File: config.mk
export PLATFORM = sky130hd
export DESIGN_NAME = sram_1rw_arbiter
export DESIGN_NICKNAME = d
export VERILOG_FILES = /design/src/rtl/sram_1rw_arbiter_pkg.sv /design/src/rtl/sram_1rw_arbiter_starve.sv /design/src/rtl/sram_1rw_arbiter.sv
export SDC_FILE = /design/constraint.sdc
export NUM_CORES = 1
export LEC_CHECK = 0
export ABC_AREA = 1
export CAP_MARGIN = 20
export CORE_MARGIN = 2
export CORE_UTILIZATION = 32
export CTS_CLUSTER_SIZE = 16
export DETAILED_ROUTE_END_ITERATION = 7
export PLACE_DENSITY = 0.75
export SYNTH_ARGS = -nofsm -noshare
export SYNTH_HDL_FRONTEND = slang
export SYNTH_SLANG_ARGS = --single-unit
File: constraint.sdc
create_clock -name clock -period 1 [get_ports clock]
set_input_delay 0.2 -clock clock [delete_from_list [all_inputs] [get_ports clock]]
set_output_delay 0.2 -clock clock [all_outputs]
set_load 0.01 [all_outputs]
File: src/rtl/sram_1rw_arbiter_pkg.sv
// Shared types and helpers for controllers that sit in front of single-port array macros.
package sram_1rw_arbiter_pkg;

    typedef enum logic [0:0] {
        ST_INIT = 1'b0,
        ST_IDLE = 1'b1
    } arb_state_e;

    localparam int unsigned PKG_DATA_W = 8;
    localparam int unsigned PKG_ADDR_W = 1;

    function automatic int unsigned depth_of(input int unsigned addr_w);
        return 32'd1 << addr_w;
    endfunction

    typedef struct packed {
        logic [PKG_ADDR_W-1:0] addr;
    } rd_req_t;

    typedef struct packed {
        logic [PKG_ADDR_W-1:0] addr;
        logic [PKG_DATA_W-1:0] data;
    } wr_req_t;

    typedef struct packed {
        logic [PKG_DATA_W-1:0] data;
    } rd_resp_t;

endpackage

File: src/rtl/sram_1rw_arbiter_starve.sv
// Saturating count of consecutive cycles a pending write has lost arbitration.
module sram_starve_counter #(
    parameter int unsigned MAX = 3
) (
    input  logic clock,
    input  logic reset,
    input  logic inc,
    input  logic clr,
    output logic at_max
);
    localparam int unsigned CNT_W = (MAX < 1) ? 1 : $clog2(MAX + 1);
    localparam logic [CNT_W-1:0] CNT_MAX = CNT_W'(MAX);

    logic [CNT_W-1:0] cnt_q;
    logic [CNT_W-1:0] cnt_d;

    // Next count: clear wins over increment, increment saturates.
    always_comb begin
        cnt_d = cnt_q;
        if (clr) begin
            cnt_d = {CNT_W{1'b0}};
        end else if (inc && (cnt_q != CNT_MAX)) begin
            cnt_d = cnt_q + CNT_W'(1);
        end else begin
            cnt_d = cnt_q;
        end
    end

    // Count register.
    always_ff @(posedge clock) begin
        if (reset) begin
            cnt_q <= {CNT_W{1'b0}};
        end else begin
            cnt_q <= cnt_d;
        end
    end

    assign at_max = (cnt_q == CNT_MAX);

endmodule

File: src/rtl/sram_1rw_arbiter.sv
// 1RW SRAM port controller: zero-fill after reset, then read-priority arbitration
// with a starvation bound on writes and a held read-response register.
module sram_1rw_arbiter
    import sram_1rw_arbiter_pkg::*;
#(
    parameter int unsigned DATA_W     = 8,
    parameter int unsigned ADDR_W     = 1,
    parameter int unsigned STARVE_MAX = 3
) (
    input  logic              clock,
    input  logic              reset,
    output logic              init_done,
    input  logic              r_req_valid,
    output logic              r_req_ready,
    input  logic [ADDR_W-1:0] r_req_addr,
    output logic              r_resp_valid,
    output logic [DATA_W-1:0] r_resp_data,
    input  logic              w_req_valid,
    output logic              w_req_ready,
    input  logic [ADDR_W-1:0] w_req_addr,
    input  logic [DATA_W-1:0] w_req_data,
    output logic              sram_en,
    output logic              sram_wmode,
    output logic [ADDR_W-1:0] sram_addr,
    output logic [DATA_W-1:0] sram_wdata,
    input  logic [DATA_W-1:0] sram_rdata
);
    localparam int unsigned DEPTH = depth_of(ADDR_W);
    localparam logic [ADDR_W-1:0] LAST_ADDR = ADDR_W'(DEPTH - 1);

    arb_state_e        state_q, state_d;
    logic [ADDR_W-1:0] init_cnt_q, init_cnt_d;
    logic              init_done_q, init_done_d;
    logic              r_resp_valid_q, r_resp_valid_d;
    logic [DATA_W-1:0] held_q, held_d;
    logic              r_fire, w_fire;
    logic              force_w;

    // Fill sequencing and port arbitration.
    always_comb begin
        state_d     = state_q;
        init_cnt_d  = init_cnt_q;
        r_req_ready = 1'b0;
        w_req_ready = 1'b0;
        r_fire      = 1'b0;
        w_fire      = 1'b0;
        sram_en     = 1'b0;
        sram_wmode  = 1'b0;
        sram_addr   = {ADDR_W{1'b0}};
        sram_wdata  = {DATA_W{1'b0}};
        case (state_q)
            ST_INIT: begin
                sram_en    = 1'b1;
                sram_wmode = 1'b1;
                sram_addr  = init_cnt_q;
                sram_wdata = {DATA_W{1'b0}};
                init_cnt_d = init_cnt_q + ADDR_W'(1);
                if (init_cnt_q == LAST_ADDR) begin
                    state_d = ST_IDLE;
                end else begin
                    state_d = ST_INIT;
                end
            end
            ST_IDLE: begin
                r_req_ready = !(w_req_valid && force_w);
                w_req_ready = !r_req_valid || force_w;
                r_fire      = r_req_valid && r_req_ready;
                w_fire      = w_req_valid && w_req_ready && !r_fire;
                if (r_fire) begin
                    sram_en    = 1'b1;
                    sram_wmode = 1'b0;
                    sram_addr  = r_req_addr;
                end else if (w_fire) begin
                    sram_en    = 1'b1;
                    sram_wmode = 1'b1;
                    sram_addr  = w_req_addr;
                    sram_wdata = w_req_data;
                end else begin
                    sram_en = 1'b0;
                end
            end
            default: begin
                state_d    = ST_INIT;
                init_cnt_d = {ADDR_W{1'b0}};
            end
        endcase
    end

    sram_starve_counter #(
        .MAX (STARVE_MAX)
    ) u_starve (
        .clock  (clock),
        .reset  (reset),
        .inc    ((state_q == ST_IDLE) && w_req_valid && !w_req_ready),
        .clr    (!w_req_valid || w_fire),
        .at_max (force_w)
    );

    // Response path: macro data passes through on the valid cycle and is captured for later.
    always_comb begin
        r_resp_valid_d = r_fire;
        init_done_d    = (state_d == ST_IDLE);
        if (r_resp_valid_q) begin
            held_d      = sram_rdata;
            r_resp_data = sram_rdata;
        end else begin
            held_d      = held_q;
            r_resp_data = held_q;
        end
    end

    // State, fill pointer and response registers.
    always_ff @(posedge clock) begin
        if (reset) begin
            state_q        <= ST_INIT;
            init_cnt_q     <= {ADDR_W{1'b0}};
            init_done_q    <= 1'b0;
            r_resp_valid_q <= 1'b0;
            held_q         <= {DATA_W{1'b0}};
        end else begin
            state_q        <= state_d;
            init_cnt_q     <= init_cnt_d;
            init_done_q    <= init_done_d;
            r_resp_valid_q <= r_resp_valid_d;
            held_q         <= held_d;
        end
    end

    assign init_done    = init_done_q;
    assign r_resp_valid = r_resp_valid_q;

endmodule
==> impl_metrics.py, run 1 <==
# Physical implementation metrics
metrics = {
    "clocking": {
        "cts.clk_slew.worst_paths_ps": 80,
        "cts_buffer_depth": 2,
    },
    "outcome": {
        "violations": "negative setup slack",
        "status": "complete, but fails checks",
    },
    "global_routing": {
        "met1_usage_pct": 17.8,
        "grt_pass1_wl_um": 3630,
        "grt_use_total_pct": 18.9,
    },
    "layout": {
        "drive_gt1_share_pct": 62.7,
        "instances_no_fill": 220,
        "buffers": 86,
        "regArea_um2": 273,
        "sh_comb_area_pct": 32.9,
        "dominant-cell-class": "non-clock buffers",
        "clockNetworkAreaShare_pct": 1.43,
        "clock_buffers": 4,
        "combGateArea_um2": 603,
        "n_all_inverters": 17,
    },
    "synthesis": {
        "adder_share_pct": 3.56,
        "top_cell": "nand2_1",
        "top_area_share_pct": 37.0,
        "synthTopCellsByArea": "dfxtp_1 (37%), nand2_1 (16%), inv_1 (9.1%)",
        "syn_nets": 131,
        "common_cells": "nand2_1 (30), inv_1 (17), nor2_1 (17)",
        "yosysTopAreaCell": "dfxtp_1",
        "ys_cells": 107,
        "ys_ff": 13,
        "synthFlopType": "dfxtp_1",
        "ys_area_um2": 703,
        "top_logic_kind": "simple AND/OR/NAND/NOR gates",
        "synth.cell_area_um2": 703,
        "ys_warn_count": 0,
        "avgSynthCellArea_um2": 6.57,
    },
    "worst_setup_path": {
        "cp_data_arrival_time_ps": 1470,
        "crit_path_max_fanout": 3,
        "cpMaxStageDelayCell": "dfxtp_4",
        "cp-end-kind": "output pin",
        "cp-endpoint": "sram_addr",
        "crit_start": "u_starve.cnt_q[0]",
        "r2r_cells": 7,
        "critPathLaunchType": "register",
    },
    "route": {
        "avgViaCountPerCell": 4.92,
        "met1_length_um": 1190,
        "wl_met2_um": 1830,
        "wl_met3_um": 254,
        "vias": 1082,
    },
    "worst_hold_path": {
        "holdCritPathClass": "reg2reg",
    },
    "final_timing": {
        "tns_ps": -11600,
        "final-setup-viol-count": 30,
        "maxSlewHeadroom_pct": 75.1,
        "final_max_slew_viol_count": 0,
        "finalWorstSetupSlack_ps": -671,
        "tightest_slew_ps": 374,
    },
    "power_and_ir_drop": {
        "p_clk_share_pct": 23.4,
        "p_seq_share_pct": 38.5,
        "power_switching_w": 0.000450,
    },
    "die": {
        "rows": 16,
        "dieArea_um2": 2590,
        "io_pins": 45,
    },
    "place": {
        "routabilityCongestion": 0.879,
        "pre_cts_slack_ps": -1030,
    },
    "job": {
        "tool_warnings": 30,
    },
}
[run 1: registers in the layout (all words and copies together), names as in the netlist]
register,flops
r_resp_valid,1
held_q,8
init_cnt_q,1
u_starve.cnt_q,2
init_done,1
[run 1: critical path, delay by kind of cell, from the launching register on]
kind                       cells  cell delay, ps
AOI/OAI and AO/OA              1             110
DFF                            1             370
and+or+nand+nor                3             250
adders and majority gates      1             170
buffers and inverters          3             300
[run 1: cells by family (layout without fill, tap and decap cells)]
family / after synthesis / in the layout
AND/OR/NAND/NOR: 58 / 58
flip-flops: 13 / 13
adder cells (fa/ha/maj): 2 / 2
buffers and inverters: 21 / 107
AND-OR/OR-AND: 13 / 13
[run 1: timing repair]
item	4_1_cts	5_1_grt
hold buffers	0	0
pin swaps	5	12
setup endpoints to repair	27	29
resized	136	55
buffers inserted	13	7
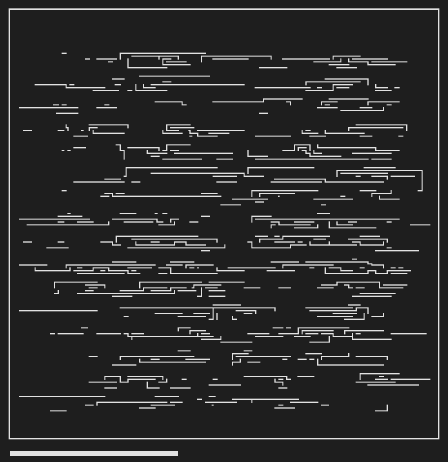
*Met1 routing, run 1*
The bar under the picture is 20 µm long.
nets with wire on the layer: 188
main direction: horizontal
wire length on this layer: 1190 µm
share of all routed wire: 35%
longest straight run: 18.4 µm

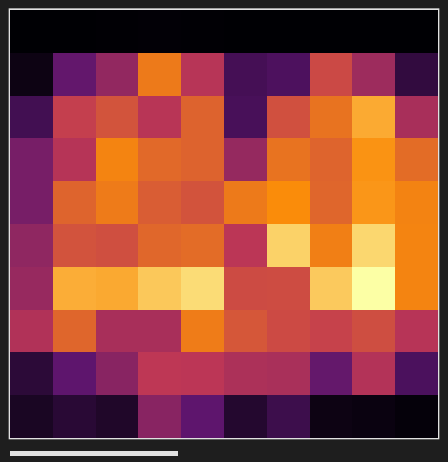
*Wiring heat map, run 1*
The bar under the picture is 20 µm long. The die is cut into 10 by 10 equal tiles; black is low, pale yellow is high, scaled to the fullest tile. Values are wire area over tile area, all layers added.
densest ninth of the die: middle right
tiles over half the peak: 48%
fullest tile: 0.49
mean over tiles: 0.22
emptiest ninth of the die: upper left
nearly empty tiles: 11%

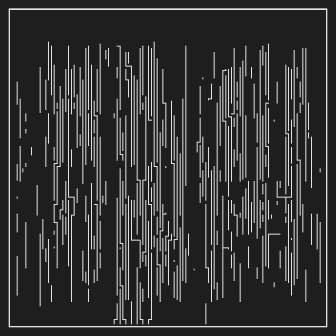
*Signal wires on met2, run 1*
nets with wire on the layer: 205
main direction: vertical
longest straight run: 29.2 µm

### Cell area per tile, run 1

The bar under the picture is 20 µm long. The die is cut into 10 by 10 equal tiles; black is low, pale yellow is high, 0 to 100% covered.
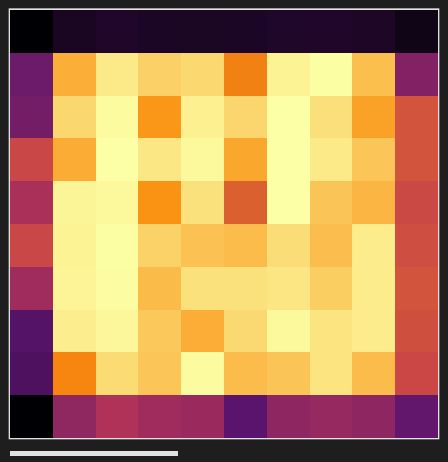

==> run 1 -> run 2 <==
Settings changed: ABC_CLOCK_PERIOD_IN_PS set to 1000, REMOVE_ABC_BUFFERS set to 1.
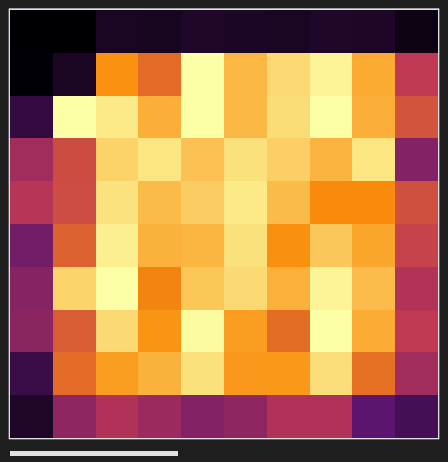
*Cell area per tile, run 2*
The bar under the picture is 20 µm long. The die is cut into 10 by 10 equal tiles; black is low, pale yellow is high, 0 to 100% covered.
fullest tile: 100%
tiles over 75% full: 52%
mean over tiles: 64%
nearly empty tiles: 3.0%
densest ninth of the die: centre
final core occ: 83.2%
CORE AREA: 2020 µm²
Initial Utilization: 34.8%

==> impl_metrics.py, run 2 <==
# Physical implementation metrics
metrics = {
    "worst_setup_path": {
        "critPathTopFamily": "flip-flops",
        "r2r_cells": 8,
        "cp-endpoint": "sram_wdata[1]",
        "critPathLaunchType": "register",
        "cpMaxStageDelayCell": "dfxtp_4",
        "cp_data_arrival_time_ps": 1370,
        "worstSetupPathDepth": 6,
    },
    "synthesis": {
        "common_cells": "nand2_1 (30), inv_1 (17), nor2_1 (17)",
        "ys_area_um2": 703,
        "synthFlopType": "dfxtp_1",
        "top_area_share_pct": 37.0,
        "ys_warn_count": 0,
        "synthTopCellsByArea": "dfxtp_1 (37%), nand2_1 (16%), inv_1 (9.1%)",
        "avgSynthCellArea_um2": 6.57,
        "ys_cells": 107,
    },
    "final_timing": {
        "final-setup-viol-count": 26,
        "finalWorstSetupSlack_ps": -573,
        "maxSlewHeadroom_pct": 85.3,
    },
    "route": {
        "vias": 999,
        "wl_met2_um": 1710,
        "avgViaCountPerCell": 4.69,
    },
    "layout": {
        "sh_comb_area_pct": 35.0,
        "combGateArea_um2": 589,
        "instances_no_fill": 213,
        "dominant-cell-class": "non-clock buffers",
        "drive_gt1_share_pct": 61.3,
        "regArea_um2": 273,
        "regMostFlops": "held_q",
        "clock_buffers": 4,
    },
    "outcome": {
        "status": "complete, but fails checks",
        "violations": "negative setup slack",
    },
    "die": {
        "dieArea_um2": 2590,
        "io_pins": 45,
        "rows": 16,
    },
    "global_routing": {
        "grt_use_total_pct": 23.0,
        "met1_usage_pct": 22.2,
    },
    "place": {
        "routabilityCongestion": 0.752,
    },
    "clocking": {
        "ctsResizeCount": 147,
        "cts_buffer_depth": 2,
    },
    "worst_hold_path": {
        "holdCritPathClass": "in2reg",
    },
    "job": {
        "tool_warnings": 28,
    },
}
## run 2: worst reg2reg max path, cell delays in order (launching register included)
cell and delay (ps):
dfxtp_4 390, ha_4 150, inv_4 40, nand2_4 100
nand4_4 150, buf_6 150, buf_4 120, nand2_2 60
nor2_1 40
## run 2: power breakdown
group	internal, W	switching (W)	total, W
registers	0.000534	0.0000155	0.000549
logic	0.000263	0.000230	0.000493
clock network	0.000155	0.000181	0.000336
total	0.000952	0.000426	0.00138
## run 2: cell families (layout without fill, tap and decap cells)
kind of cell    after synthesis  count (layout)  share of synthesized area [%]
compound gates               13              13                           9.61
fa+ha+maj                     2               2                           3.56
buf+inv                      21              99                           13.0
flops                        13              13                           37.0
simple gates                 58              59                           36.8
### Signal wires on met2, run 2

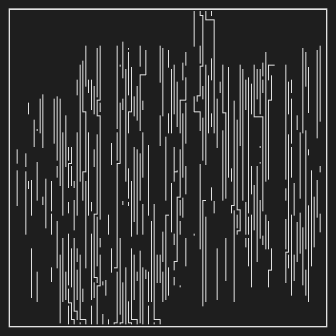

==> run 2 -> run 3 <==
==> constraint.sdc (replaced) <==
create_clock -name clock -period 1 [get_ports clock]
set_input_delay 0.25 -clock clock [delete_from_list [all_inputs] [get_ports clock]]
set_output_delay 0.25 -clock clock [all_outputs]
set_load 0.01 [all_outputs]
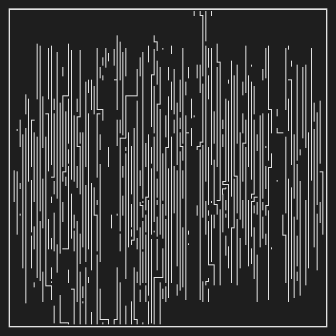
*Signal wires on met2, run 3*
nets with wire on the layer: 203
main direction: vertical
Routed WL: 4680 µm
M2 GR Usage: 60.1%
Via Count: 1184

==> impl_metrics.py, run 3 <==
# Physical implementation metrics
metrics = {
    "synthesis": {
        "ys_ff": 13,
        "synthTopCellsByArea": "dfxtp_1 (37%), nand2_1 (16%), inv_1 (9.1%)",
        "ys_area_um2": 703,
        "top_area_share_pct": 37.0,
        "netlist_instances": 107,
        "avgSynthCellArea_um2": 6.57,
        "synthFlopType": "dfxtp_1",
        "common_cells": "nand2_1 (30), inv_1 (17), nor2_1 (17)",
        "ys_warn_count": 0,
        "ys_seq_share_pct": 37.0,
        "ys_cells": 107,
    },
    "die": {
        "dieArea_um2": 2590,
        "core_area_um2": 2020,
        "io_pins": 45,
        "initCoreUtil_pct": 34.8,
        "die_w_um": 50.9,
        "rows": 16,
        "die_y_um": 50.9,
    },
    "final_timing": {
        "skew_ps": 11.3,
        "final-setup-viol-count": 29,
        "fmax_ghz": 0.603,
        "final_max_slew_viol_count": 0,
        "tightest_slew_ps": 253,
        "maxSlewHeadroom_pct": 83.1,
        "period_needed_ps": 1660,
        "tns_ps": -12530,
        "hold_viol": 0,
        "finalWorstSetupSlack_ps": -659,
    },
    "worst_setup_path": {
        "cp-endpoint": "sram_wdata[6]",
        "r2r_cells": 10,
        "cpMaxStageDelayCell": "dfxtp_4",
        "cp_data_arrival_time_ps": 1410,
        "r2r_start": "u_starve.cnt_q[0]",
        "cp-end-kind": "output pin",
        "critPathTopFamily": "simple AND/OR/NAND/NOR gates",
        "critPathLaunchType": "register",
        "worstSetupPathDepth": 6,
    },
    "clocking": {
        "cts_buffer_depth": 2,
        "ctsResizeCount": 178,
        "cts_made_buffers": 3,
        "cts.clk_slew.worst_paths_ps": 70,
        "clk_root_buffer_cell": "clkbuf_4",
    },
    "power_and_ir_drop": {
        "power_switching_w": 0.000482,
        "internal_power_w": 0.00100,
        "p_clk_share_pct": 22.6,
        "power.total_w": 0.00148,
        "leakage_nw": 0.906,
        "sw_frac_of_total_pct": 32.5,
        "p_seq_share_pct": 37.3,
        "comb_power_w": 0.000595,
        "p_seq_w": 0.000553,
        "powerClk_w": 0.000334,
        "combPwrFrac_pct": 40.1,
        "power_leader": "combinational logic",
    },
    "global_routing": {
        "grt_use_total_pct": 29.8,
        "met1_usage_pct": 30.2,
        "grt_pass1_wl_um": 5740,
        "grt_pass1_vias": 1259,
    },
    "layout": {
        "drive_gt1_share_pct": 67.5,
        "antenna_cells": 0,
        "regMostFlops": "held_q",
    },
    "outcome": {
        "violations": "negative setup slack",
        "status": "complete, but fails checks",
    },
    "route": {
        "avgViaCountPerCell": 5.29,
        "wl_met2_um": 2350,
        "drt-pass1-iter-count": 4,
    },
    "worst_hold_path": {
        "holdCritPathClass": "reg2reg",
        "hp-start": "held_q[7]",
    },
    "place": {
        "routabilityCongestion": 0.752,
    },
    "job": {
        "tool_warnings": 28,
    },
}
-- run 3: cell counts after synthesis --
No cell type changed its count.
-- run 3: metrics by stage --
step / worst slack (ps) / utilization [%] / hold WS (ps) / instances
final: -659 / 93.8 / 498 / 224
after global routing: -744 / 93.8 / 509 / 224
after CTS: -628 / 85.1 / 447 / 225
after detailed placement: -1030 / 65.4 / 455 / 197
after global placement: -986 / 65.4 / 446 / 197
after floorplan: -280 / - / 319 / 103
-- run 3: layout make-up --
cell class                 instances  area [µm²]
inverter                          17        76.3
multi-input combinational         74         648
fill                              66         125
tap                               27        33.8
timing repair buffer              89         840
sequential                        13         273
clock buffer                       4        26.3
-- run 3: cells by family after synthesis --
family	after synthesis	synth area share (%)
compound gates	13	9.61
fa+ha+maj	2	3.56
buf+inv	21	13.0
flops	13	37.0
simple gates	58	36.8
Power and IR drop assume default switching activity.
